$ cat src/rtl/ps2_pkg.sv
// Shared constants, FSM encoding and byte-level helpers for the PS/2 keyboard receive path.
package ps2_pkg;

    localparam logic [7:0] PS2_EXT = 8'hE0;
    localparam logic [7:0] PS2_BRK = 8'hF0;

    localparam logic [2:0] ERR_START   = 3'd1;
    localparam logic [2:0] ERR_PARITY  = 3'd2;
    localparam logic [2:0] ERR_STOP    = 3'd3;
    localparam logic [2:0] ERR_TIMEOUT = 3'd4;

    typedef enum logic [1:0] {
        ST_IDLE   = 2'd0,
        ST_DATA   = 2'd1,
        ST_PARITY = 2'd2,
        ST_STOP   = 2'd3
    } ps2_state_t;

    // PS/2 uses odd parity: data ones plus the parity bit must be odd.
    function automatic logic parity_ok(input logic [7:0] data, input logic par);
        return ^{data, par};
    endfunction

    function automatic logic is_prefix(input logic [7:0] data);
        return (data == PS2_EXT) || (data == PS2_BRK);
    endfunction

endpackage

$ cat src/rtl/ps2_input_filter.sv
// Synchronizes the PS/2 pins into sys_clk, debounces kb_clk and emits a one-cycle
// strobe on each filtered falling edge together with the synced data level.
module ps2_input_filter #(
    parameter int SYNC_STAGES = 2,
    parameter int FILTER_LEN  = 4
) (
    input  logic sys_clk,
    input  logic reset,
    input  logic kb_clk,
    input  logic kb_data,
    output logic data_s,
    output logic fall
);

    localparam int CNT_W = (FILTER_LEN > 1) ? $clog2(FILTER_LEN) : 1;

    logic [SYNC_STAGES-1:0] clk_sync_q;
    logic [SYNC_STAGES-1:0] data_sync_q;
    logic [CNT_W-1:0]       stable_cnt_q;
    logic                   clk_filt_q;
    logic                   clk_filt_prev_q;
    logic                   clk_s;

    // Idle bus level is high, so the chains come out of reset at 1.
    always_ff @(posedge sys_clk or posedge reset) begin
        if (reset) begin
            clk_sync_q  <= '1;
            data_sync_q <= '1;
        end else begin
            clk_sync_q  <= {clk_sync_q[SYNC_STAGES-2:0], kb_clk};
            data_sync_q <= {data_sync_q[SYNC_STAGES-2:0], kb_data};
        end
    end

    assign clk_s  = clk_sync_q[SYNC_STAGES-1];
    assign data_s = data_sync_q[SYNC_STAGES-1];

    // The filtered level flips only after FILTER_LEN consecutive samples disagree with it.
    always_ff @(posedge sys_clk or posedge reset) begin
        if (reset) begin
            stable_cnt_q    <= '0;
            clk_filt_q      <= 1'b1;
            clk_filt_prev_q <= 1'b1;
        end else begin
            clk_filt_prev_q <= clk_filt_q;
            if (clk_s == clk_filt_q) begin
                stable_cnt_q <= '0;
            end else if (stable_cnt_q == CNT_W'(FILTER_LEN - 1)) begin
                stable_cnt_q <= '0;
                clk_filt_q   <= clk_s;
            end else begin
                stable_cnt_q <= stable_cnt_q + 1'b1;
            end
        end
    end

    assign fall = clk_filt_prev_q & ~clk_filt_q;

endmodule

$ cat src/rtl/ps2_frame_receiver.sv
// PS/2 device-to-host frame receiver: frames 11-bit words, checks start/parity/stop,
// guards against stalled frames and folds E0/F0 prefixes into single key events.
module ps2_frame_receiver
    import ps2_pkg::*;
#(
    parameter int SYNC_STAGES    = 2,
    parameter int FILTER_LEN     = 4,
    parameter int TIMEOUT_CYCLES = 200000
) (
    input  logic       sys_clk,
    input  logic       reset,
    input  logic       kb_clk,
    input  logic       kb_data,
    output logic [7:0] key_code,
    output logic       key_ext,
    output logic       key_release,
    output logic       key_valid,
    output logic [7:0] frame_byte,
    output logic       frame_valid,
    output logic       frame_err,
    output logic [2:0] err_type
);

    localparam int WD_W = (TIMEOUT_CYCLES > 1) ? $clog2(TIMEOUT_CYCLES) : 1;

    logic            data_s;
    logic            fall;
    ps2_state_t      state_q;
    ps2_state_t      state_d;
    logic [7:0]      shift_q;
    logic [2:0]      bit_cnt_q;
    logic            parity_q;
    logic [WD_W-1:0] wd_q;
    logic            ext_pend_q;
    logic            rel_pend_q;

    logic            timeout_p0;
    logic            good_vld_p0;
    logic            err_vld_p0;
    logic [2:0]      err_code_p0;

    ps2_input_filter #(
        .SYNC_STAGES (SYNC_STAGES),
        .FILTER_LEN  (FILTER_LEN)
    ) u_filter (
        .sys_clk (sys_clk),
        .reset   (reset),
        .kb_clk  (kb_clk),
        .kb_data (kb_data),
        .data_s  (data_s),
        .fall    (fall)
    );

    // A fall in the same cycle always wins over the watchdog.
    assign timeout_p0 = (state_q != ST_IDLE) && !fall &&
                        (wd_q == WD_W'(TIMEOUT_CYCLES - 1));

    always_ff @(posedge sys_clk or posedge reset) begin
        if (reset) state_q <= ST_IDLE;
        else       state_q <= state_d;
    end

    always_comb begin
        state_d = state_q;
        if (timeout_p0) begin
            state_d = ST_IDLE;
        end else if (fall) begin
            case (state_q)
                ST_IDLE:   if (!data_s) state_d = ST_DATA;
                ST_DATA:   if (bit_cnt_q == 3'd7) state_d = ST_PARITY;
                ST_PARITY: state_d = ST_STOP;
                ST_STOP:   state_d = ST_IDLE;
                default:   state_d = ST_IDLE;
            endcase
        end
    end

    // Stop failure outranks parity failure when both are wrong.
    always_comb begin
        good_vld_p0 = 1'b0;
        err_vld_p0  = 1'b0;
        err_code_p0 = ERR_START;
        if (timeout_p0) begin
            err_vld_p0  = 1'b1;
            err_code_p0 = ERR_TIMEOUT;
        end else if (fall) begin
            case (state_q)
                ST_IDLE: begin
                    if (data_s) begin
                        err_vld_p0  = 1'b1;
                        err_code_p0 = ERR_START;
                    end
                end
                ST_STOP: begin
                    if (!data_s) begin
                        err_vld_p0  = 1'b1;
                        err_code_p0 = ERR_STOP;
                    end else if (!parity_ok(shift_q, parity_q)) begin
                        err_vld_p0  = 1'b1;
                        err_code_p0 = ERR_PARITY;
                    end else begin
                        good_vld_p0 = 1'b1;
                    end
                end
                default: ;
            endcase
        end
    end

    always_ff @(posedge sys_clk or posedge reset) begin
        if (reset) begin
            shift_q   <= '0;
            bit_cnt_q <= '0;
            parity_q  <= 1'b0;
        end else if (timeout_p0) begin
            shift_q   <= '0;
            bit_cnt_q <= '0;
        end else if (fall) begin
            case (state_q)
                ST_IDLE:   bit_cnt_q <= '0;
                ST_DATA: begin
                    shift_q   <= {data_s, shift_q[7:1]};
                    bit_cnt_q <= bit_cnt_q + 3'd1;
                end
                ST_PARITY: parity_q <= data_s;
                default: ;
            endcase
        end
    end

    always_ff @(posedge sys_clk or posedge reset) begin
        if (reset)                        wd_q <= '0;
        else if (state_q == ST_IDLE || fall) wd_q <= '0;
        else                              wd_q <= wd_q + 1'b1;
    end

    // Stage p0 -> p1: decisions made on the deciding fall become visible one cycle later.
    always_ff @(posedge sys_clk or posedge reset) begin
        if (reset) begin
            key_code    <= '0;
            key_ext     <= 1'b0;
            key_release <= 1'b0;
            key_valid   <= 1'b0;
            frame_byte  <= '0;
            frame_valid <= 1'b0;
            frame_err   <= 1'b0;
            err_type    <= '0;
            ext_pend_q  <= 1'b0;
            rel_pend_q  <= 1'b0;
        end else begin
            frame_valid <= good_vld_p0;
            key_valid   <= good_vld_p0 && !is_prefix(shift_q);
            frame_err   <= err_vld_p0;
            if (good_vld_p0) begin
                frame_byte <= shift_q;
                if (shift_q == PS2_EXT) begin
                    ext_pend_q <= 1'b1;
                end else if (shift_q == PS2_BRK) begin
                    rel_pend_q <= 1'b1;
                end else begin
                    key_code    <= shift_q;
                    key_ext     <= ext_pend_q;
                    key_release <= rel_pend_q;
                    ext_pend_q  <= 1'b0;
                    rel_pend_q  <= 1'b0;
                end
            end
            if (err_vld_p0) begin
                err_type   <= err_code_p0;
                ext_pend_q <= 1'b0;
                rel_pend_q <= 1'b0;
            end
        end
    end

endmodule

$ cat config.mk
export PLATFORM = sky130hd
export DESIGN_NAME = ps2_frame_receiver
export DESIGN_NICKNAME = d
export VERILOG_FILES = /design/src/rtl/ps2_pkg.sv /design/src/rtl/ps2_input_filter.sv /design/src/rtl/ps2_frame_receiver.sv
export SDC_FILE = /design/constraint.sdc
export NUM_CORES = 1
export LEC_CHECK = 0
export ABC_AREA = 1
export CORE_ASPECT_RATIO = 0.8
export CORE_MARGIN = 2
export CORE_UTILIZATION = 52
export DETAILED_ROUTE_END_ITERATION = 16
export PLACE_DENSITY = 0.76
export REMOVE_ABC_BUFFERS = 1
export SLEW_MARGIN = 20
export SYNTH_ARGS = -nofsm -noshare
export SYNTH_HDL_FRONTEND = slang
export SYNTH_SLANG_ARGS = --single-unit
$ cat constraint.sdc
create_clock -name sys_clk -period 1.9 [get_ports sys_clk]
set_input_delay 0.38 -clock sys_clk [delete_from_list [all_inputs] [get_ports sys_clk]]
set_output_delay 0.38 -clock sys_clk [all_outputs]
set_load 0.005 [all_outputs]
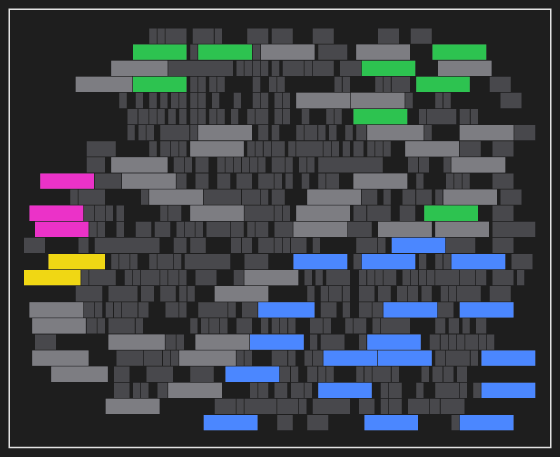
Fig. 1. Sequential cells grouped by signal name (run 1).
Other sequential cells in the stronger grey, the rest of the logic in the fainter grey.
legend:
  bit_cnt_q:
    colour: magenta
    sequential_cells: 3
  u_filter.data_sync_q:
    colour: yellow
    sequential_cells: 2
  wd_q:
    colour: blue
    sequential_cells: 18
  frame_byte:
    colour: green
    sequential_cells: 8
not coloured: 35

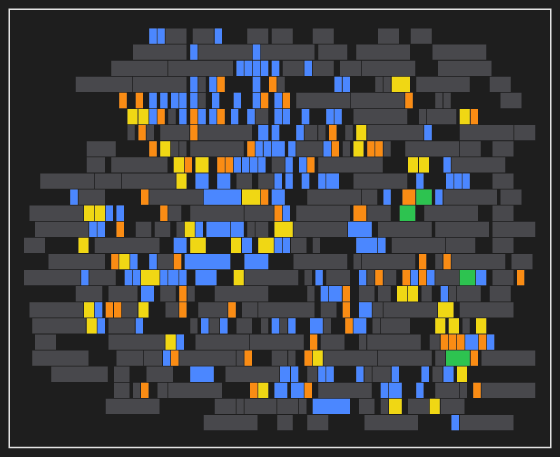
Fig. 2. Gate-type map (run 1).
legend:
  NAND gates:
    colour: blue
    cells: 133
  inverters:
    colour: orange
    cells: 59
  inverting AOI/OAI gates:
    colour: yellow
    cells: 39
  AND-OR and OR-AND gates:
    colour: green
    cells: 4
    where: right middle
most common logic cell in the routed design: nand2_1
logic share of the area: 33.5%
Finished Layout Cells: 518

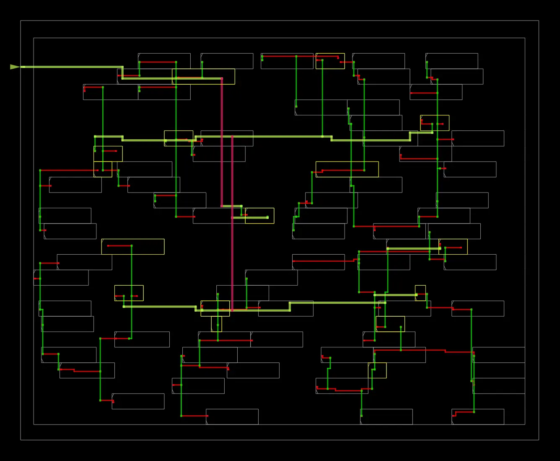
Fig. 3. Clock wiring as the flow saved it (run 1).
cts bufs inserted: 9
Flop Count: 66
Final Skew: 13.5 ps
Clk. pwr: 1.42 mW

==> summary.txt, run 1 <==
run results: placed cell area=3590 µm², unrepaired setup endpoints after global routing=yes, CTS Root Cell=clkbuf_8, Max-cap violations=0, # fillers=467, register area=1670 µm², layout cells sized above 1=21.5%, port bufs=27, die y size=73.8 µm, CP startpoint kind=flop, crit path DAT=2120 ps, status=complete, no violations, Synth Warn #=0, H-tree Lvls=3, fmax=535 MHz, Tapcells=81, fin area=4000 µm², OpenROAD warning count=29, number of nets in the layout=444, WHS=358 ps, deepest clock path buffer count=2, Residual DRC=0, placed cell count=490, Layout clock area frac=6.04%, synthesized area=3160 µm², Max FO, Critical Path=4, synthesized area per cell=8.39 µm², Seq/total area=41.6%, initial core utilization=53.8%
-- run 1: cell families (layout without fill, tap and decap cells) --
kind of cell	Yosys count	after routing	share of synthesized area (%)
compound gates	43	43	7.79
xor+xnor	1	1	0.277
fa+ha+maj	8	8	3.16
buf+inv	61	121	7.47
flops	66	66	52.4
simple gates	198	198	28.9
-- run 1: report_power, final --
group          total [mW]  switching (mW)  internal [mW]
Clock                1.42           0.552          0.871
Combinational        1.74            1.00          0.736
Sequential           1.89           0.218           1.67
Total                5.05            1.77           3.28
-- run 1: placed cells by master, fill, tap and decap left out, types with 3 or more instances in the layout --
cell type	Yosys	final
nand2_1	106	102
dfrtp_1	60	55
inv_1	49	47
nor2_1	44	42
clkdlybuf4s50_1	0	27
buf_4	0	18
a21oi_1	18	16
o21ai_0	11	11
inv_2	9	9
nand2_2	6	9
clkbuf_8	0	9
nand4_1	7	7
ha_1	8	7
nor2_2	8	6
nand3_1	6	6
nor2_4	2	6
nor3_1	6	6
dfstp_2	6	6
dfrtp_2	0	5
nand2_4	3	4
o21a_1	3	3
o21ai_1	3	3
bufinv_16	0	3
-- run 1: cells in the mapped netlist (all sizes together) --
cell and n:
clkinv 1, o21a 3, clkbuf 1, xnor2 1, o21ai 14, nand3 10, nand4 8, o2111ai 2
a211oi 2, and3 1, ha 8, o221a 1, nor2 54, a21oi 18, buf 1, inv 58
nor4 3, o211ai 1, a31oi 1, nand2 115, dfrtp 60, nor3 7, dfstp 6, o22ai 1
-- run 1: final timing paths --
path | endpoint | slack (ps) | cells after the start
worst min register to register | u_filter.data_sync_q[1] | 360 | 0
worst max register to register | wd_q[16] | 30 | 13
worst min-delay path | u_filter.data_sync_q[1] | 360 | 0
worst max-delay path | wd_q[16] | 30 | 13
min in group asynchronous | wd_q[11] | 410 | 3
max in group asynchronous | u_filter.data_sync_q[1] | 1170 | 3
-- run 1: per-layer routing --
metal | vias to the layer above | track usage [%] | part of all wire (%) | wire, µm
li1 | 1308 | - | - | -
met1 | 1220 | 27.9 | 48 | 3150
met2 | 62 | 31.5 | 45 | 2960
met3 | 7 | 7.38 | 5.3 | 348
met4 | 0 | 7.07 | 1.0 | 68
met5 | - | 0 | 0 | 0
-- run 1: stage by stage --
| stage | power [mW] | worst slack (ps) | util [%] |
|---|---|---|---|
| final | 5.05 | 31.7 | 68.0 |
| after global routing | 5.39 | -65.2 | 68.0 |
| after CTS | 4.94 | 29.0 | 65.4 |
| after detailed placement | 3.50 | -15.3 | 61.0 |
| after global placement | 3.44 | 23.5 | 61.0 |
| after floorplan | 2.95 | -125 | - |
-- run 1: registers in the layout (all words and copies together), names as in the netlist --
name	cells
u_filter.clk_filt_q	1
u_filter.stable_cnt_q	2
u_filter.clk_sync_q	2
state_q	2
err_type	3
frame_byte	8
frame_valid	1
frame_err	1
bit_cnt_q	3
key_valid	1
key_release	1
u_filter.data_sync_q	2
key_code	8
ext_pend_q	1
u_filter.clk_filt_prev_q	1
parity_q	1
wd_q	18
key_ext	1
rel_pend_q	1
shift_q	8
-- run 1: worst register-to-register path: cells and delay by family, from the launching register on --
kind	cells	cell delay (ps)
flops	1	390
fa+ha+maj	1	200
buf+inv	2	160
simple gates	10	1010
Fig. 4: run 1, clock network drawn from the DEF
Bar = 20 µm.
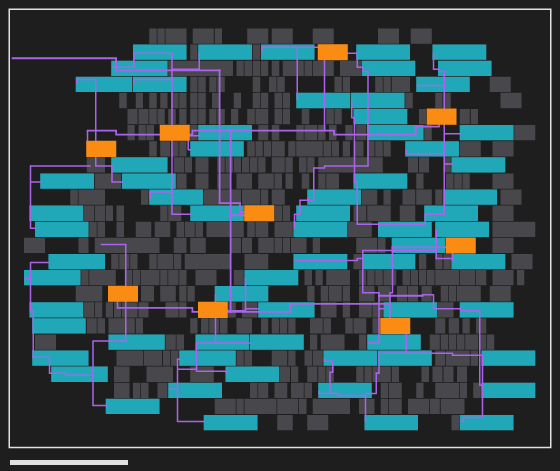

--- run 2 (diff from run 1) ---
--- a/config.mk
+++ b/config.mk
@@ -6,13 +6,17 @@
 export NUM_CORES = 1
 export LEC_CHECK = 0
 export ABC_AREA = 1
+export CELL_PAD_IN_SITES_DETAIL_PLACEMENT = 0
+export CELL_PAD_IN_SITES_GLOBAL_PLACEMENT = 1
 export CORE_ASPECT_RATIO = 0.8
 export CORE_MARGIN = 2
-export CORE_UTILIZATION = 52
+export CORE_UTILIZATION = 39
+export CTS_CLUSTER_DIAMETER = 60
 export DETAILED_ROUTE_END_ITERATION = 16
-export PLACE_DENSITY = 0.76
+export PLACE_DENSITY_LB_ADDON = 0.1
 export REMOVE_ABC_BUFFERS = 1
 export SLEW_MARGIN = 20
 export SYNTH_ARGS = -nofsm -noshare
 export SYNTH_HDL_FRONTEND = slang
+export SYNTH_HIERARCHICAL = 1
 export SYNTH_SLANG_ARGS = --single-unit
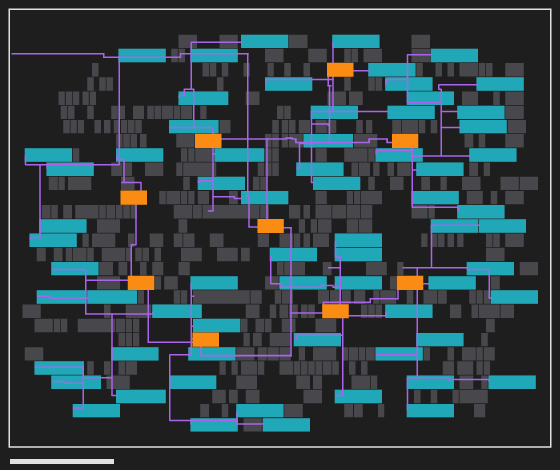
Fig. 5. Clock network drawn from the DEF (run 2).
Bar = 20 µm.
legend:
  clock wires:
    colour: purple
    length: 901 µm
  clock drivers:
    colour: orange
    count: 9
  flip-flops:
    colour: cyan
    count: 66
flops lie: spread over the die

==> run 2 against run 1 <==
  * Die size grew 28%
  * Worst hold slack worse by 43 ps
  * Sequential power decreased by 3%
  * Utilization shrank 16 points
  * Synthesized cell count fell by 6.1%
  * Combinational power down 9%
  * Critical endpoint is now bit_cnt_q[1]
  * Largest cell class unchanged
  * Highest routed layer unchanged
==> summary.txt, run 2 <==
run results: cts bufs inserted=9, CP startpoint kind=flop, critical path class=reg2reg, Biggest register=wd_q, CTS Root Cell=clkbuf_8, WHS=316 ps, port bufs=27, most instantiated library cell after synthesis=nand2_1, Final Skew=8.74 ps, Pwr Total=4.72 mW, Max-area cell share=48.7%, Max-cap violations=0, max FFs per register=18, Max FO, Critical Path=6, die y size=83.5 µm, number of nets in the layout=424, Pint=3.06 mW, initial core utilization=40.9%, crit path DAT=2130 ps, Sw Share=35.2%, placed cell count=495, most common logic cell in the routed design=nand2_1, FFs w/ async S/R, synth=100%, deepest clock path buffer count=2, TritonRoute pass-1 iters=4, Post-synth top cells=nand2_1 (108), dfrtp_1 (60), inv_1 (42), sequential share of power=38.9%, status=complete, no violations, H-tree Lvls=3, OpenROAD warning count=29, synthesized area per cell=8.71 µm², Psw=1.66 mW, synthesized area=3080 µm², Comb power frac=33.4%, clock share of power=27.7%, fmax=539 MHz, most instantiated logic cells after routing=nand2_1 (101), dfrtp_1 (56), inv_1 (38), number of enable flip-flop cells=0
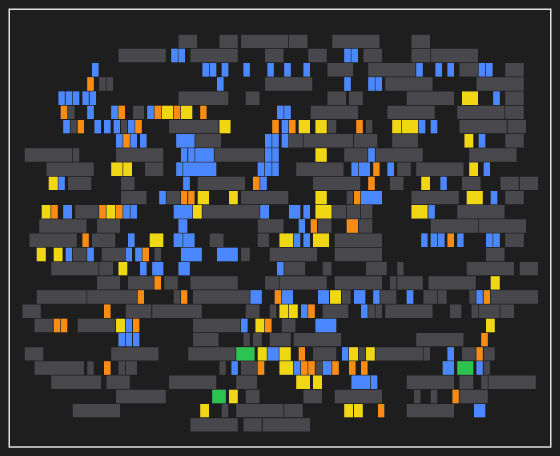
Fig. 6. Gate-type map (run 2).
legend:
  inverters:
    colour: orange
    cells: 49
  inverting AOI/OAI gates:
    colour: yellow
    cells: 48
  NAND gates:
    colour: blue
    cells: 127
    where: spread over the die
  AND-OR and OR-AND gates:
    colour: green
    cells: 3
Finished Layout Cells: 522
logic share of the area: 32.3%

[run 2: netlist changes by cell type in the layout (fill, tap and decap cells not counted), moves of 3 or more]
cell,change
a21oi_1,-5
inv_1,-9
nand4_1,-3
nor2_1,-14
o21ai_2,+4
nor3_1,-3
o22ai_1,+7
buf_4,+4
[run 2: worst paths after layout]
check,startpoint,end,slack [ps],cells past startpoint
max in group asynchronous,reset,shift_q[1],1190,3
min in group sys_clk,u_filter/data_sync_q[0],u_filter/data_sync_q[1],360,0
worst min-delay path,reset,u_filter/stable_cnt_q[1],320,2
worst max register to register,u_filter/clk_filt_q,bit_cnt_q[1],40,9
worst max-delay path,u_filter/clk_filt_q,bit_cnt_q[1],40,9
worst min register to register,u_filter/data_sync_q[0],u_filter/data_sync_q[1],360,0
[run 2: logic make-up (layout without fill, tap and decap cells)]
logic type,count (synthesis),count (layout),share of synthesized area [%]
xor+xnor,2,2,0.568
fa+ha+maj,8,8,3.25
simple gates,172,172,24.9
compound gates,51,51,10.1
mux,1,1,0.325
buf+inv,54,117,6.98
flops,66,66,53.8
[run 2: worst max-delay path, cell delays in order, from the launching register on]
cell,delay (ps)
dfstp_2,560
nor2_1,60
inv_1,90
nand2_2,90
nor4_2,180
nand4_1,180
buf_6,180
o211ai_1,210
nor2_1,100
a21oi_1,130
[run 2: metal layers]
metal  wire length [µm]  global-route usage (%)  vias to the layer above
li1                   -                       -                     1248
met1               3460                    23.6                     1099
met2               2680                    22.3                       46
met3                251                    5.28                       11
met4                108                    5.50                        0
met5                  0                       0                        -
[run 2: layout make-up]
cell class,instances,area (µm²)
fillers,720,3580
flip-flops and latches,66,1660
multi-input cells,234,1270
repair buffers,52,472
inverters,49,186
clock buffers,11,141
well taps,105,131
clock inverters,5,77.6
[run 2: power by group through the flow]
stage / logic, mW / clock network [mW] / registers [mW]
6_report: 1.58 / 1.31 / 1.83
5_1_grt: 1.81 / 1.41 / 1.87
4_1_cts: 1.52 / 1.34 / 1.83
3_5_place_dp: 1.51 / 0 / 1.86
3_3_place_gp: 1.49 / 0 / 1.85
2_1_floorplan: 1.01 / 0 / 1.83
[run 2: what timing repair did]
item / 4_1_cts / 5_1_grt
gates resized: 1 / 30
pin swaps: 0 / 13
setup endpoints to repair: 2 / 29
endpoints found under the hold margin: 0 / 0
cloned: 0 / 1
setup buffers: 0 / 10
[run 2: metrics by stage]
step           setup WS [ps]  utilization [%]  instance area (µm²)  setup TNS (ps)
2_1_floorplan           -137                -                 3050           -1500
3_3_place_gp           -32.1             47.4                 3570           -32.1
3_5_place_dp            2.85             47.4                 3570               0
4_1_cts                 35.9             50.4                 3800               0
5_1_grt                 -182             52.4                 3950           -1430
6_report                44.4             52.4                 3950               0
--- run 3 (diff from run 2) ---
--- a/config.mk
+++ b/config.mk
@@ -15,7 +15,6 @@
 export DETAILED_ROUTE_END_ITERATION = 16
 export PLACE_DENSITY_LB_ADDON = 0.1
 export REMOVE_ABC_BUFFERS = 1
-export SLEW_MARGIN = 20
 export SYNTH_ARGS = -nofsm -noshare
 export SYNTH_HDL_FRONTEND = slang
 export SYNTH_HIERARCHICAL = 1
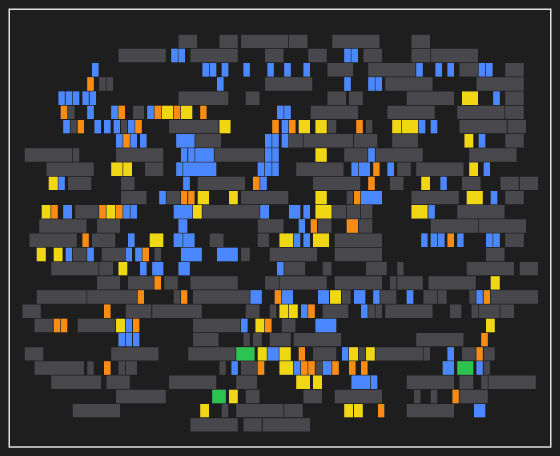
Fig. 7. Gate-type map (run 3).
legend:
  inverting AOI/OAI gates:
    colour: yellow
    cells: 48
  AND-OR and OR-AND gates:
    colour: green
    cells: 3
  NAND gates:
    colour: blue
    cells: 127
    where: spread over the die
  inverters:
    colour: orange
    cells: 49

==> run 3 against run 2 <==
  * Cell count unchanged
  * Die size unchanged
  * Largest cell class unchanged
  * First-iteration DRC count unchanged
  * Register-to-register slack about the same
  * Flip-flop count unchanged
  * Critical path depth unchanged
  * Utilization unchanged
  * Critical endpoint unchanged
  * Clock power about the same
  * Synthesized cell count unchanged
  * Maximum frequency unchanged
==> summary.txt, run 3 <==
run results: Worst R2R End=bit_cnt_q[1], Max-cap violations=0, Dominant flop cell=dfrtp_1, most common logic cell in the routed design=nand2_1, H-tree Lvls=3, cts bufs inserted=9, most instantiated library cell after synthesis=nand2_1, CTS Root Cell=clkbuf_8, Residual DRC=0, I/O Pins=28, OpenROAD warning count=29, Power per Cell Area=1190 nW/µm², final core utilization=52.4%, ys cells=354, crit path DAT=2130 ps, die y size=83.5 µm, Setup Total Neg Slack=0 ps, fmax=539 MHz, deepest clock path buffer count=2, FFs w/ async S/R, synth=100%, Biggest register=wd_q, WHS=316 ps, number of enable flip-flop cells=0, status=complete, no violations, Mapped Cells=354, dpl hpwl=4410 µm, Reg-to-Reg Start=u_filter/clk_filt_q, r2r setup slk=40 ps, Clk Latency, worst-skew pair=350 ps, Synth Warn #=6, Post-synth top cells=nand2_1 (108), dfrtp_1 (60), inv_1 (42), Max FO, Critical Path=6, port bufs=27, Pwr Total=4.72 mW, number of nets in the layout=424, Max-area cell share=48.7%, TritonRoute pass-1 iters=4, Final Skew=8.74 ps, routed length per placed instance=12.5 µm, critical path class=reg2reg, synthesized area=3080 µm², CP startpoint kind=flop, initial core utilization=40.9%, vias=2404, unrepaired setup endpoints after global routing=yes, most instantiated logic cells after routing=nand2_1 (101), dfrtp_1 (56), inv_1 (38), Period Utilization, post-route=97.7%, max FFs per register=18, Worst R2R Path Depth=9, synthesized area per cell=8.71 µm²
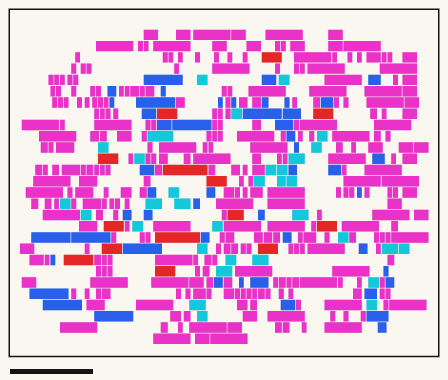
Fig. 8. Cells by drive strength (run 3).
Bar = 20 µm.
legend:
  _6 and larger:
    colour: red
    cells: 14
    share: 3.4%
    most_used: clkbuf_8
  _0 and _1 cells:
    colour: magenta
    cells: 320
    share: 77%
    most_used: nand2_1
  _3 and _4 cells:
    colour: cyan
    cells: 33
    share: 7.9%
    most_used: buf_4
  _2 cells:
    colour: blue
    cells: 50
    share: 12%
    most_used: inv_2
Buffers excl. clock: 52
fin area: 3950 µm²
post-synthesis to final-layout area growth: 28.0%
worst setup margin: 44.4 ps

## run 3: cell counts in the layout (fill, tap and decap cells not counted)
Identical to the previous run, type by type.
## run 3: cells by family after synthesis
kind of cell / synth area share, %
AOI/OAI and AO/OA: 10.1
xor gates and xnor gates: 0.568
adders and majority gates: 3.25
buffers and inverters: 6.98
DFF: 53.8
muxes: 0.325
and+or+nand+nor: 24.9
## run 3: what timing repair did
item / 4_1_cts / 5_1_grt
cloned: 0 / 1
setup endpoints to repair: 2 / 29
buffers inserted: 0 / 10
pin swaps: 0 / 13
gates resized: 1 / 30
## run 3: worst max-delay path, stage by stage, from the launching register on
cell and delay (ps):
dfstp_2 560, nor2_1 60, inv_1 90, nand2_2 90
nor4_2 180, nand4_1 180, buf_6 180, o211ai_1 210
nor2_1 100, a21oi_1 130
## run 3: area by class of cell
class / instances / area, µm²
fill: 720 / 3580
sequential: 66 / 1660
multi-input combinational: 234 / 1270
timing repair buffer: 52 / 472
inverter: 49 / 186
clock buffer: 11 / 141
tap: 105 / 131
clock inverter: 5 / 77.6
## run 3: report_power, final
| part | total [mW] | internal [mW] | leakage [nW] | switching [mW] |
|---|---|---|---|---|
| registers | 1.83 | 1.66 | 0.874 | 0.178 |
| clock network | 1.31 | 0.770 | 0.109 | 0.535 |
| logic | 1.58 | 0.631 | 0.988 | 0.945 |
| total | 4.72 | 3.06 | 1.97 | 1.66 |
## run 3: how the worst max path moves through the flow
stage,from,to,slack (ps)
2_1_floorplan,u_filter/clk_filt_q,bit_cnt_q[2],-140
3_3_place_gp,wd_q[0],wd_q[16],-30
3_5_place_dp,wd_q[0],wd_q[16],3
4_1_cts,wd_q[0],wd_q[14],40
5_1_grt,u_filter/clk_filt_q,bit_cnt_q[1],-180
6_report,u_filter/clk_filt_q,bit_cnt_q[1],40
## run 3: per-layer routing
| metal | GRT usage [%] | part of all wire, % | up-vias |
|---|---|---|---|
| li1 | - | - | 1248 |
| met1 | 23.6 | 53 | 1099 |
| met2 | 22.3 | 41 | 46 |
| met3 | 5.28 | 3.9 | 11 |
| met4 | 5.50 | 1.7 | 0 |
| met5 | 0 | 0 | - |
## run 3: through the flow
| stage | instance area (µm²) | instances |
|---|---|---|
| finish | 3950 | 522 |
| detailed placement | 3570 | 495 |
| global route | 3950 | 522 |
| floorplan | 3050 | 349 |
| CTS | 3800 | 511 |
| global placement | 3570 | 495 |
Power is estimated from default activity; no workload was simulated.
